Figure 1. Clock wires, drivers and flops (run 1).
Drawn at 6 px/um.
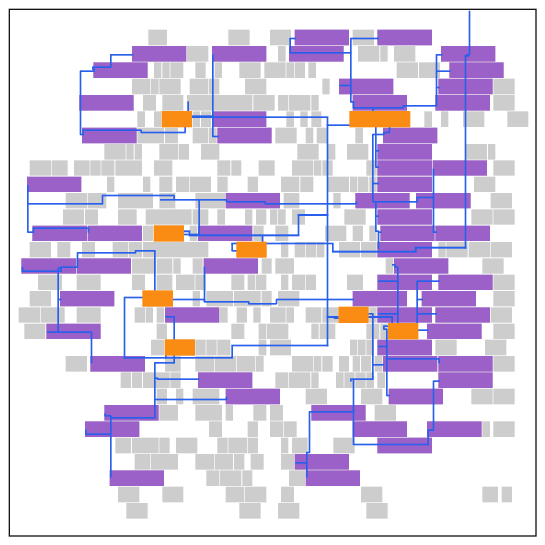
Figure 2. Pin map (run 1).
Drawn at 4 px/um. Pins as bars across the die edge, other pins in grey.
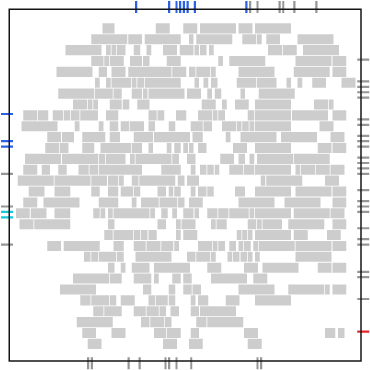
Figure 3. Wiring by layer (run 1).
Drawn at 3 px/um. Two of the layers only.
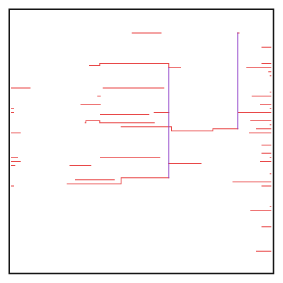
<file path="config.mk">
export PLATFORM = sky130hd
export DESIGN_NAME = vga_timing_gen
export DESIGN_NICKNAME = d
export VERILOG_FILES = /design/src/rtl/vga_timing_gen.sv
export SDC_FILE = /design/constraint.sdc
export NUM_CORES = 1
export LEC_CHECK = 0
export CORE_MARGIN = 1
export CORE_UTILIZATION = 43
export DETAILED_ROUTE_END_ITERATION = 10
export MAX_ROUTING_LAYER = met4
export PLACE_DENSITY = 0.68
export SLEW_MARGIN = 20
export SYNTH_ARGS = -nofsm -noshare
export SYNTH_HDL_FRONTEND = slang
export SYNTH_SLANG_ARGS = --single-unit
export TNS_END_PERCENT = 1
</file>
<file path="constraint.sdc">
create_clock -name clk -period 3.1 [get_ports clk]
set_clock_uncertainty 0.2 [all_clocks]
set_input_delay 0.62 -clock clk [delete_from_list [all_inputs] [get_ports clk]]
set_output_delay 0.62 -clock clk [all_outputs]
set_load 0.03 [all_outputs]
</file>
<file path="src/rtl/vga_timing_gen.sv">
// VGA raster timing generator: free-running h/v counters, a registered fetch-side
// decode stage, and pixel-side sync/blank outputs delayed through a shift register.
module vga_timing_gen #(
    parameter int H_ACTIVE  = 640,
    parameter int H_FP      = 16,
    parameter int H_SYNC    = 96,
    parameter int H_BP      = 48,
    parameter int V_ACTIVE  = 480,
    parameter int V_FP      = 10,
    parameter int V_SYNC    = 2,
    parameter int V_BP      = 33,
    parameter int CNT_W     = 11,
    parameter bit HSYNC_POL = 1'b0,
    parameter bit VSYNC_POL = 1'b0,
    parameter int PIPE_DLY  = 2
) (
    input  logic             clk,
    input  logic             rst_n,
    input  logic             en,
    input  logic             cfg_wr,
    input  logic [1:0]       cfg_scale,
    output logic [CNT_W-1:0] h_cnt,
    output logic [CNT_W-1:0] v_cnt,
    output logic             fetch_en,
    output logic [CNT_W-1:0] fetch_x,
    output logic [CNT_W-1:0] fetch_y,
    output logic             line_start,
    output logic             frame_start,
    output logic             de_o,
    output logic             h_sync_o,
    output logic             v_sync_o,
    output logic             vblank_o
);

    localparam int H_TOTAL = H_ACTIVE + H_FP + H_SYNC + H_BP;
    localparam int V_TOTAL = V_ACTIVE + V_FP + V_SYNC + V_BP;

    localparam logic [CNT_W-1:0] H_LAST     = CNT_W'(H_TOTAL - 1);
    localparam logic [CNT_W-1:0] H_ACT_END  = CNT_W'(H_ACTIVE);
    localparam logic [CNT_W-1:0] H_SYNC_BEG = CNT_W'(H_ACTIVE + H_FP);
    localparam logic [CNT_W-1:0] H_SYNC_END = CNT_W'(H_ACTIVE + H_FP + H_SYNC);
    localparam logic [CNT_W-1:0] V_LAST     = CNT_W'(V_TOTAL - 1);
    localparam logic [CNT_W-1:0] V_ACT_END  = CNT_W'(V_ACTIVE);
    localparam logic [CNT_W-1:0] V_SYNC_BEG = CNT_W'(V_ACTIVE + V_FP);
    localparam logic [CNT_W-1:0] V_SYNC_END = CNT_W'(V_ACTIVE + V_FP + V_SYNC);

    logic             started;
    logic [1:0]       scale_pend;
    logic [1:0]       scale_act;
    logic [1:0]       shamt;
    logic             live;
    logic             fetch_en_d;
    logic [CNT_W-1:0] fetch_x_d;
    logic [CNT_W-1:0] fetch_y_d;
    logic             line_start_d;
    logic             frame_start_d;
    logic [3:0]       pix_d;
    // pixel-side flags {de, hsync asserted, vsync asserted, vblank}; index 0 is stage 0
    logic [3:0]       pix_q [0:PIPE_DLY];

    // started holds the counters at (0,0) for the first enabled edge after reset
    always_ff @(posedge clk or negedge rst_n) begin
        if (!rst_n) begin
            h_cnt   <= '0;
            v_cnt   <= '0;
            started <= 1'b0;
        end else if (!en) begin
            h_cnt <= '0;
            v_cnt <= '0;
        end else begin
            started <= 1'b1;
            if (started) begin
                if (h_cnt == H_LAST) begin
                    h_cnt <= '0;
                    v_cnt <= (v_cnt == V_LAST) ? '0 : v_cnt + CNT_W'(1);
                end else begin
                    h_cnt <= h_cnt + CNT_W'(1);
                end
            end
        end
    end

    always_ff @(posedge clk or negedge rst_n) begin
        if (!rst_n) begin
            scale_pend <= '0;
            scale_act  <= '0;
        end else begin
            if (cfg_wr)
                scale_pend <= cfg_scale;
            if (h_cnt == '0 && v_cnt == '0)
                scale_act <= scale_pend;
        end
    end

    always_comb begin
        shamt         = 2'd0;
        live          = en & started;
        fetch_en_d    = 1'b0;
        fetch_x_d     = '0;
        fetch_y_d     = '0;
        line_start_d  = 1'b0;
        frame_start_d = 1'b0;
        pix_d         = '0;
        case (scale_act)
            2'd0:    shamt = 2'd0;
            2'd1:    shamt = 2'd1;
            default: shamt = 2'd2;
        endcase
        if (live) begin
            fetch_en_d    = (h_cnt < H_ACT_END) && (v_cnt < V_ACT_END);
            line_start_d  = (h_cnt == '0);
            frame_start_d = (h_cnt == '0) && (v_cnt == '0);
            if (fetch_en_d) begin
                fetch_x_d = h_cnt >> shamt;
                fetch_y_d = v_cnt >> shamt;
            end
            pix_d = {fetch_en_d,
                     (h_cnt >= H_SYNC_BEG) && (h_cnt < H_SYNC_END),
                     (v_cnt >= V_SYNC_BEG) && (v_cnt < V_SYNC_END),
                     (v_cnt >= V_ACT_END)};
        end
    end

    always_ff @(posedge clk or negedge rst_n) begin
        if (!rst_n) begin
            fetch_en    <= 1'b0;
            fetch_x     <= '0;
            fetch_y     <= '0;
            line_start  <= 1'b0;
            frame_start <= 1'b0;
            for (int unsigned i = 0; i <= PIPE_DLY; i++)
                pix_q[i] <= '0;
        end else begin
            fetch_en    <= fetch_en_d;
            fetch_x     <= fetch_x_d;
            fetch_y     <= fetch_y_d;
            line_start  <= line_start_d;
            frame_start <= frame_start_d;
            pix_q[0]    <= pix_d;
            for (int unsigned i = 1; i <= PIPE_DLY; i++)
                pix_q[i] <= pix_q[i-1];
        end
    end

    always_comb begin
        de_o     = pix_q[PIPE_DLY][3];
        h_sync_o = pix_q[PIPE_DLY][2] ? HSYNC_POL : ~HSYNC_POL;
        v_sync_o = pix_q[PIPE_DLY][1] ? VSYNC_POL : ~VSYNC_POL;
        vblank_o = pix_q[PIPE_DLY][0];
    end

endmodule

</file>
==> summary.txt, run 1 <==
Physical design

The number of DRC markers after the initial detailed-route iteration stands at 142. The internal power of the cells totals between 1 and 1.5 mW. The initial antenna violation count was 0.

The layout report lists the non-clock buffer share of cell area as 15.1%. The flop share of the area stands at 40.6%. After clock tree synthesis, the clock-pin slew on the worst setup and hold paths is 0.07 ns. The average instance in the mapped netlist occupies around 10 um^2. The filler cell count stands at ~600. Per report_power, the Clock row totals 777 uW. The CTS log lists the clock sinks for this run as 63. The highest fanout seen on the critical path stands at 16. Prior to clock tree synthesis, the placed netlist has a worst setup slack of 0.588 ns.

The analysis reports a worst IR drop on VDD of 351 uV. The I/O pin count stands at 57. The wire length recorded after detailed routing is about 6.6 mm. The finished design was reported to have a net count of approximately 360. The clock power share stands at 41.1%.

The slowest stage of the critical path is the sky130_fd_sc_hd__clkdlybuf4s50_1 cell. The number of ordinary and repair buffers in the finished layout stands at 60. The critical path in the final layout is reported with a setup slack of 0.514 ns. The worst hold slack after final layout stands at between 0.1 and 0.15 ns.

The aggregate global-route resource usage stands at 19.3%. The instance count after placement with tap cells included stands at 436. Sorting the synthesized cells by area gives the leading types as sky130_fd_sc_hd__dfrtp_1 (50%), sky130_fd_sc_hd__mux2i_1 (5.7%), sky130_fd_sc_hd__nor2_1 (4.9%). The area of all placed cells without fillers stands at 3890 um^2. The clock-cell share of area stands at 5.47%.

The design has 63 sequential cells. The maximum number of pins on one net before global-route repair stands at 64. In the final timing run, aggregate negative setup slack is 0 ns.

TritonCTS built the clock tree. According to the Yosys statistics, the synthesized design has a chip area of 3150 um^2. The number of buffers on the longest clock path stands at 2.

Looking at the cell usage after synthesis, the top flip-flop cell is sky130_fd_sc_hd__dfrtp_1. Per the hold report, the tightest min-delay path originates at pix_q[4]. The buffer-and-inverter tally for the worst setup path stands at 1. The run finished with clean final reports. The fraction of power consumed by sequential logic stands at 48.8%. The mapped netlist covers approximately 3100 um^2.

The static leakage stands at 1.70 nW. The count of instantiated cells in the yosys netlist stands at 304. The largest cell class by area is registers. The final report lists a non-filler cell total of 452. Per the synthesis report, the dominant area consumer among library cells is sky130_fd_sc_hd__dfrtp_1. In the final layout, flip-flops and latches occupy 1580 um^2.
Back to the opening pictures, Figure 1:
[flip-flops] purple | count: 63
[cells driving clock nets] orange | count: 9
[clock wires] blue | length: 842 um
flops lie: widely spread

Back to the opening pictures, Figure 2:
| port | colour | pins | direction | edge |
|---|---|---|---|---|
| `h_cnt` | blue | 11 | output | 8 top, 3 left |
| `rst_n` | red | 1 | input | right |
| `cfg_scale` | cyan | 2 | input | left |

Back to the opening pictures, Figure 3:
| layer | colour | wire length |
|---|---|---|
| met4 | purple | 68.7 um |
| met3 | red | 355 um |

-- run 1: cell usage after synthesis (4+ instances only) --
library cell and instances:
sky130_fd_sc_hd__xor2_1 5, sky130_fd_sc_hd__ha_1 5, sky130_fd_sc_hd__nor4_1 5, sky130_fd_sc_hd__mux2_2 4
sky130_fd_sc_hd__a21oi_1 17, sky130_fd_sc_hd__a211oi_1 4, sky130_fd_sc_hd__buf_6 4, sky130_fd_sc_hd__nand2_1 13
sky130_fd_sc_hd__o21ai_0 6, sky130_fd_sc_hd__and2_1 4, sky130_fd_sc_hd__nor2_1 41, sky130_fd_sc_hd__nand4_1 11
sky130_fd_sc_hd__or2_2 4, sky130_fd_sc_hd__dfrtp_1 63, sky130_fd_sc_hd__nor3_1 4, sky130_fd_sc_hd__inv_1 11
sky130_fd_sc_hd__mux2i_1 18, sky130_fd_sc_hd__clkbuf_1 16, sky130_fd_sc_hd__nand3_1 18
-- run 1: kinds of logic (layout without fill, tap and decap cells) --
family	Yosys count	count (layout)	share of synthesized area [%]
buffers and inverters	37	87	7.20
and+or+nand+nor	128	128	22.7
xor gates and xnor gates	5	5	1.39
adders and majority gates	5	5	1.99
other	1	3	0.119
AOI/OAI and AO/OA	43	43	9.38
muxes	22	22	7.16
DFF	63	63	50.1
-- run 1: state kept, by name, summed over array words and instances (netlist names) --
signal and cells:
pix_q 9, fetch_en 1, de_o 1, line_start 1, v_cnt 11, scale_pend 2
frame_start 1, vblank_o 1, h_cnt 11, started 1, fetch_y 11, scale_act 2
fetch_x 11
-- run 1: metal layers --
layer  wire (um)  up-vias  GRT usage (%)
met1        3190     1144           26.5
met3         354        6           4.05
met5           0        -              -
met4          68        0           6.71
met2        2980       65           28.3
li1            -     1163              -
==> inputs of run 2 (changes only) <==
--- a/config.mk
+++ b/config.mk
@@ -9,7 +9,7 @@
 export CORE_UTILIZATION = 43
 export DETAILED_ROUTE_END_ITERATION = 10
 export MAX_ROUTING_LAYER = met4
-export PLACE_DENSITY = 0.68
+export PLACE_DENSITY = 0.7
 export SLEW_MARGIN = 20
 export SYNTH_ARGS = -nofsm -noshare
 export SYNTH_HDL_FRONTEND = slang
==> constraint.sdc (replaced) <==
create_clock -name clk -period 2.1 [get_ports clk]
set_clock_uncertainty 0.2 [all_clocks]
set_input_delay 0.42 -clock clk [delete_from_list [all_inputs] [get_ports clk]]
set_output_delay 0.42 -clock clk [all_outputs]
set_load 0.03 [all_outputs]
Figure 4. Pin map (run 2).
Drawn at 4 px/um. Pins as bars across the die edge, other pins in grey.
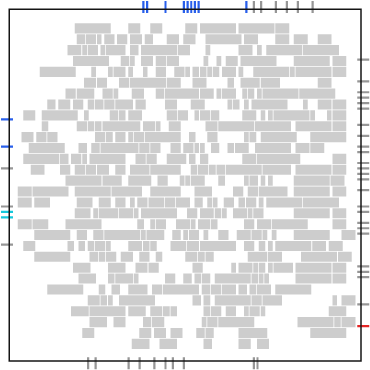
| port | colour | pins | direction | edge |
|---|---|---|---|---|
| `h_cnt` | blue | 11 | output | 9 top, 2 left |
| `rst_n` | red | 1 | input | right |
| `cfg_scale` | cyan | 2 | input | left |
all pins by edge: 25 right, 15 top, 10 bottom, 7 left

Figure 5. Wiring by layer (run 2).
Drawn at 3 px/um. Two of the layers only.
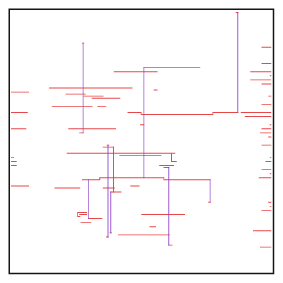
| layer | colour | wire length |
|---|---|---|
| met3 | red | 434 um |
| met4 | purple | 205 um |

Figure 6. Clock nets (run 2).
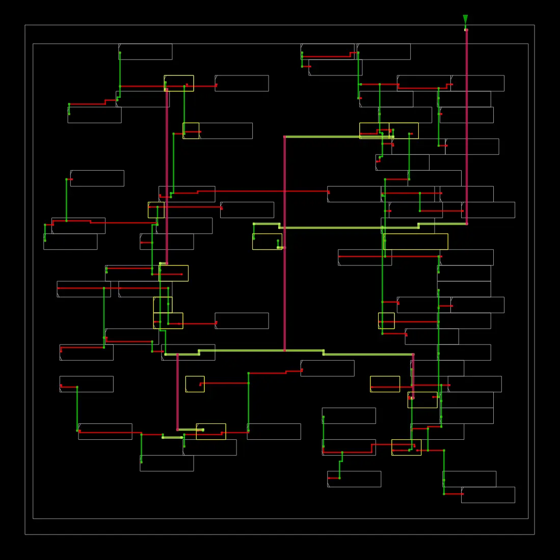
clock network power: 1.09 mW
sequential cell count: 63

==> run 2 against run 1 <==
The flow now finishes with violations (negative setup slack). Non-clock buffer count is 51 higher. Global-route usage is 3.5 points higher. Synthesized cell count stayed put. Clock-buffer cell count stayed put. Die area stayed put. Setup slack worse by 0.58 ns. Final area is 12% higher. Power is 47% higher. Sequential share of layout area is 4.3 points lower. Worst hold slack better by 0.0029 ns. Wire length is 18% higher. Area after synthesis stayed put. Largest power group unchanged.
==> summary.txt, run 2 <==
Physical design

The run finished, with violations left. The final reports fail on negative setup slack. Ranked by total cell area, the synthesized netlist is headed by sky130_fd_sc_hd__dfrtp_1 (50%), sky130_fd_sc_hd__mux2i_1 (5.7%), sky130_fd_sc_hd__nor2_1 (4.9%). The aggregate global-route resource usage came to 22.8% (+3.5 points). The complex-gate fraction of the synthesized area stands at 9.38% (unchanged). For this run, the number of Yosys warnings is 0. The final tally of setup violations stands at 7. The total detailed-routing wirelength stands at 7.79 mm (+18%). The final instance count without filler cells came to 503 (+11%). The peak supply drop stands at 464 uV (+32%). The cell-internal power is 2.01 mW (+44%). The buffer count from post-CTS setup fixing stands at 0.

The area fraction in full adders, half adders and majority gates stands at 1.99% (unchanged). The skew report gives the latency at the later pin of the worst-skew pair as 0.36 ns. The clock edge transition at the registers on the reported setup and hold paths is 0.07 ns (about the same). The area of all placed cells without fillers stands at 4360 um^2 (+12%). The fraction of synthesized cell area in xor and xnor cells was 1.39% (unchanged). The portion of total power attributed to combinational logic stands at 13.6%.

By instance count, the leading cell after synthesis is sky130_fd_sc_hd__dfrtp_1. The routed via count divided by cell count stands at 5.26. The fraction of power consumed by sequential logic stands at 47.1% (-1.7 points). The register cell area after layout came to 1580 um^2 (+0.16%). The highest fanout seen on the critical path stands at 8 (-8). The script computed the net switching share of total power as 27.8%. After synthesis, the largest family of logic cells by area is simple AND/OR/NAND/NOR gates. The multiplexer fraction of the synthesized cell area is 7.16% (unchanged).

The clock power share stands at 39.2% (-1.9 points). The instance count after placement with tap cells included stands at 486 (+11%). The number of sinks on the clock net came to 63 (unchanged). The number of distinct library cell variants in the gate-level netlist after synthesis stands at about 57.

TritonCTS built the clock tree. The yosys stat chip area stands at 3150 um^2 (unchanged). The number of nets in the layout came to 413 (+14%). The least setup slack across all paths after layout was -0.0675 ns (-0.582 ns). The netlist area before placement stands at 3150 um^2 (unchanged). The filler cell count came to 575 (-4.5%).

The combinational-cell power consumption stands at 379 uW. In the synthesized netlist, the number of instances is between 300 and 400. The total negative slack for setup checks was -0.176 ns (-0.176 ns).

The maximum number of pins on one net before global-route repair was 33 (-48%). The initial antenna violation count stands at 0 (unchanged). The number of buffers on the longest clock path was 2 (unchanged). By count the netlist is led by sky130_fd_sc_hd__dfrtp_1 (63), sky130_fd_sc_hd__nor2_1 (41), sky130_fd_sc_hd__mux2i_1 (18), sky130_fd_sc_hd__nand3_1 (18), sky130_fd_sc_hd__a21oi_1 (17).

The simple logic cell fraction of the synthesized area stands at 22.7% (unchanged). The I/O pin count came to 57 (unchanged). Among all flip-flop cells after synthesis, the most frequent one is sky130_fd_sc_hd__dfrtp_1. The static leakage stands at 2.12 nW (+25%).
run 2: path summary, 6_finish.rpt:
kind	slack, ns	cells past startpoint	from	to
worst min-delay path	0.15	0	pix_q[6]	pix_q[2]
min in group asynchronous	0.34	2	rst_n	pix_q[1]
max in group asynchronous	0.83	3	rst_n	h_cnt[5]
worst max-delay path	-0.07	4	h_cnt[10]	v_cnt[5]
worst min register to register	0.15	0	pix_q[6]	pix_q[2]
worst max register to register	-0.07	4	h_cnt[10]	v_cnt[5]
run 2: cells by family (layout without fill, tap and decap cells):
logic type	count (synthesis)	after routing
AND-OR/OR-AND	43	43
adder cells (fa/ha/maj)	5	5
multiplexers	22	22
AND/OR/NAND/NOR	128	128
other	1	3
buffers and inverters	37	138
flip-flops	63	63
XOR/XNOR	5	5
run 2: per-layer routing:
layer | global-route usage, % | up-vias | wire length (um)
li1 | - | 1267 | -
met1 | 29.4 | 1265 | 3530
met2 | 33.9 | 94 | 3620
met3 | 4.71 | 19 | 434
met4 | 11.6 | 0 | 205
met5 | - | - | 0
run 2: cell type report:
class                           count  area share [%]
Tap cell                           96            2.76
Sequential cell                    63            36.2
Clock inverter                      6            1.61
Clock buffer                       10            3.16
Timing Repair Buffer              111            22.9
Inverter                           11           0.948
Multi-Input combinational cell    206            32.4
run 2: critical path, stage by stage, from the launching register on:
cell	delay [ns]
sky130_fd_sc_hd__dfrtp_1	0.39
sky130_fd_sc_hd__or4b_4	0.56
sky130_fd_sc_hd__or4_4	0.51
sky130_fd_sc_hd__or2_1	0.25
sky130_fd_sc_hd__o31ai_2	0.17
run 2: timing repair:
action,in CTS,in global routing
pin swaps,4,1
setup endpoints to repair,27,25
hold endpoints to repair,16,0
gates resized,22,13
hold buffers,1,0
==> inputs of run 3 (changes only) <==
--- a/config.mk
+++ b/config.mk
@@ -8,6 +8,7 @@
 export CORE_MARGIN = 1
 export CORE_UTILIZATION = 43
 export DETAILED_ROUTE_END_ITERATION = 10
+export GPL_TIMING_DRIVEN = 0
 export MAX_ROUTING_LAYER = met4
 export PLACE_DENSITY = 0.7
 export SLEW_MARGIN = 20
Figure 7. Clock nets (run 3).
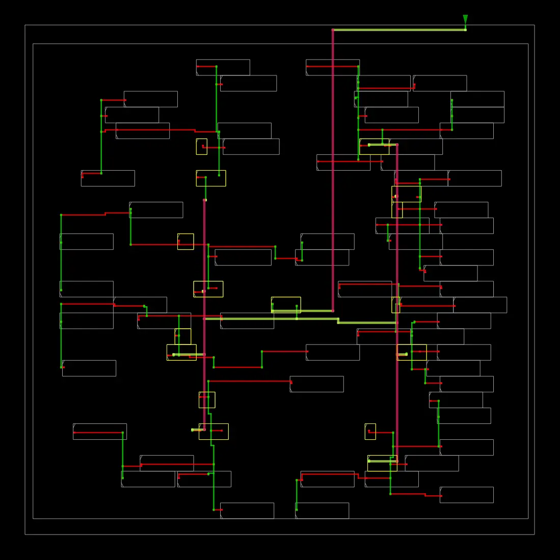
clock network power: 897 uW
Inserted Clock Buffers: 9
clock buffer instance count of the final layout: 10
total number of clock tree sinks: 63

Figure 8. Pin map (run 3).
Drawn at 4 px/um. Pins as bars across the die edge, other pins in grey.
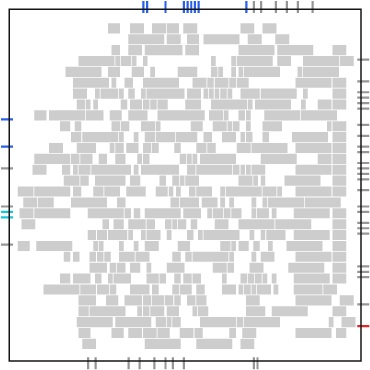
| port | colour | pins | direction | edge |
|---|---|---|---|---|
| `h_cnt` | blue | 11 | output | 9 top, 2 left |
| `cfg_scale` | cyan | 2 | input | left |
| `rst_n` | red | 1 | input | right |

Figure 9. The metal 4 layer (run 3).
Drawn at 4 px/um.
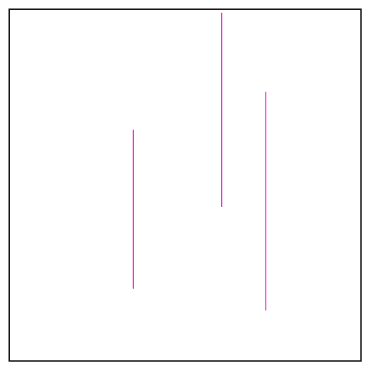
longest straight run: 54.4 um
nets with wire on the layer: 2

==> run 3 against run 2 <==
The flow still finishes with violations (negative setup slack). Setup slack worse by 0.13 ns. Core utilization shrank 4.3 points. Global-route usage down 2.5 points.
==> summary.txt, run 3 <==
Physical design

The area fraction in full adders, half adders and majority gates stands at 1.99% (unchanged). The post-synthesis instance total is 304 (unchanged). For this run the top cell type by instance count after synthesis was sky130_fd_sc_hd__dfrtp_1. The static leakage stands at 1.83 nW (-14%). In the synthesized netlist, the dominant kind of combinational cell is simple AND/OR/NAND/NOR gates. The final reports fail on negative setup slack. The final tally of setup violations is 19 (+12).

The met2 track demand over resource stands at 29.7% (-4.3 points). The number of nets in the layout stands at 386 (-6.5%). The buffer count from post-CTS setup fixing was 0 (unchanged). The synthesis report names the predominant flop master as sky130_fd_sc_hd__dfrtp_1.

The area of all placed cells without fillers stands at 4060 um^2 (-6.8%). The flow ran to the end, but the final reports show violations. TritonCTS built the clock tree. The switching share of power is 28.8% (+1.0 points). The fraction of power consumed by sequential logic was 49.7% (+2.6 points). The complex-gate fraction of the synthesized area stands at 9.38% (unchanged).

The number of buffers on the longest clock path was 2 (unchanged). The clock edge transition at the registers on the reported setup and hold paths stands at 0.07 ns (about the same). The clock power share stands at 34.9% (-4.3 points). The instance count after placement with tap cells included stands at 459 (-5.6%).

The least setup slack across all paths after layout was -0.196 ns (-0.128 ns). Looking at the global route congestion table, the highest-usage layer is met2.
[run 3: layout make-up]
type | instances | area, um^2
Clock inverter | 6 | 37.5
Sequential cell | 63 | 1580
Fill cell | 606 | 2890
Tap cell | 96 | 120
Timing Repair Buffer | 58 | 578
Buffer | 26 | 189
Clock buffer | 10 | 128
Multi-Input combinational cell | 206 | 1390
Inverter | 11 | 41.3
[run 3: stage by stage]
| stage | worst slack (ns) | setup TNS, ns |
|---|---|---|
| after floorplan | -0.215 | -2.82 |
| after global placement | -1.80 | -105.34 |
| after detailed placement | -0.243 | -5.80 |
| after CTS | -0.177 | -2.48 |
| after global routing | -0.243 | -3.62 |
| final | -0.196 | -1.69 |
[run 3: final timing paths]
path	from	endpoint	slack [ns]	cells after the start
max in group asynchronous	rst_n	h_cnt[5]	0.88	3
worst min-delay path	pix_q[9]	pix_q[5]	0.15	0
worst min register to register	pix_q[9]	pix_q[5]	0.15	0
worst max-delay path	h_cnt[6]	v_cnt[5]	-0.20	6
min in group asynchronous	rst_n	v_cnt[9]	0.29	2
worst max register to register	h_cnt[6]	v_cnt[5]	-0.20	6
[run 3: what timing repair did]
item | in CTS | in global routing
pin swaps | 6 | 0
hold endpoints to repair | 18 | 0
hold buffers | 1 | 0
resized | 14 | 10
setup endpoints to repair | 32 | 40
[run 3: worst max-delay path: stages, from the launching register on]
cell	delay, ns
sky130_fd_sc_hd__dfrtp_2	0.41
sky130_fd_sc_hd__buf_6	0.14
sky130_fd_sc_hd__or4b_4	0.57
sky130_fd_sc_hd__or4_4	0.46
sky130_fd_sc_hd__buf_6	0.16
sky130_fd_sc_hd__o211ai_2	0.15
sky130_fd_sc_hd__o31ai_2	0.09
No activity file was given, so power comes from the tool's default toggle rates.
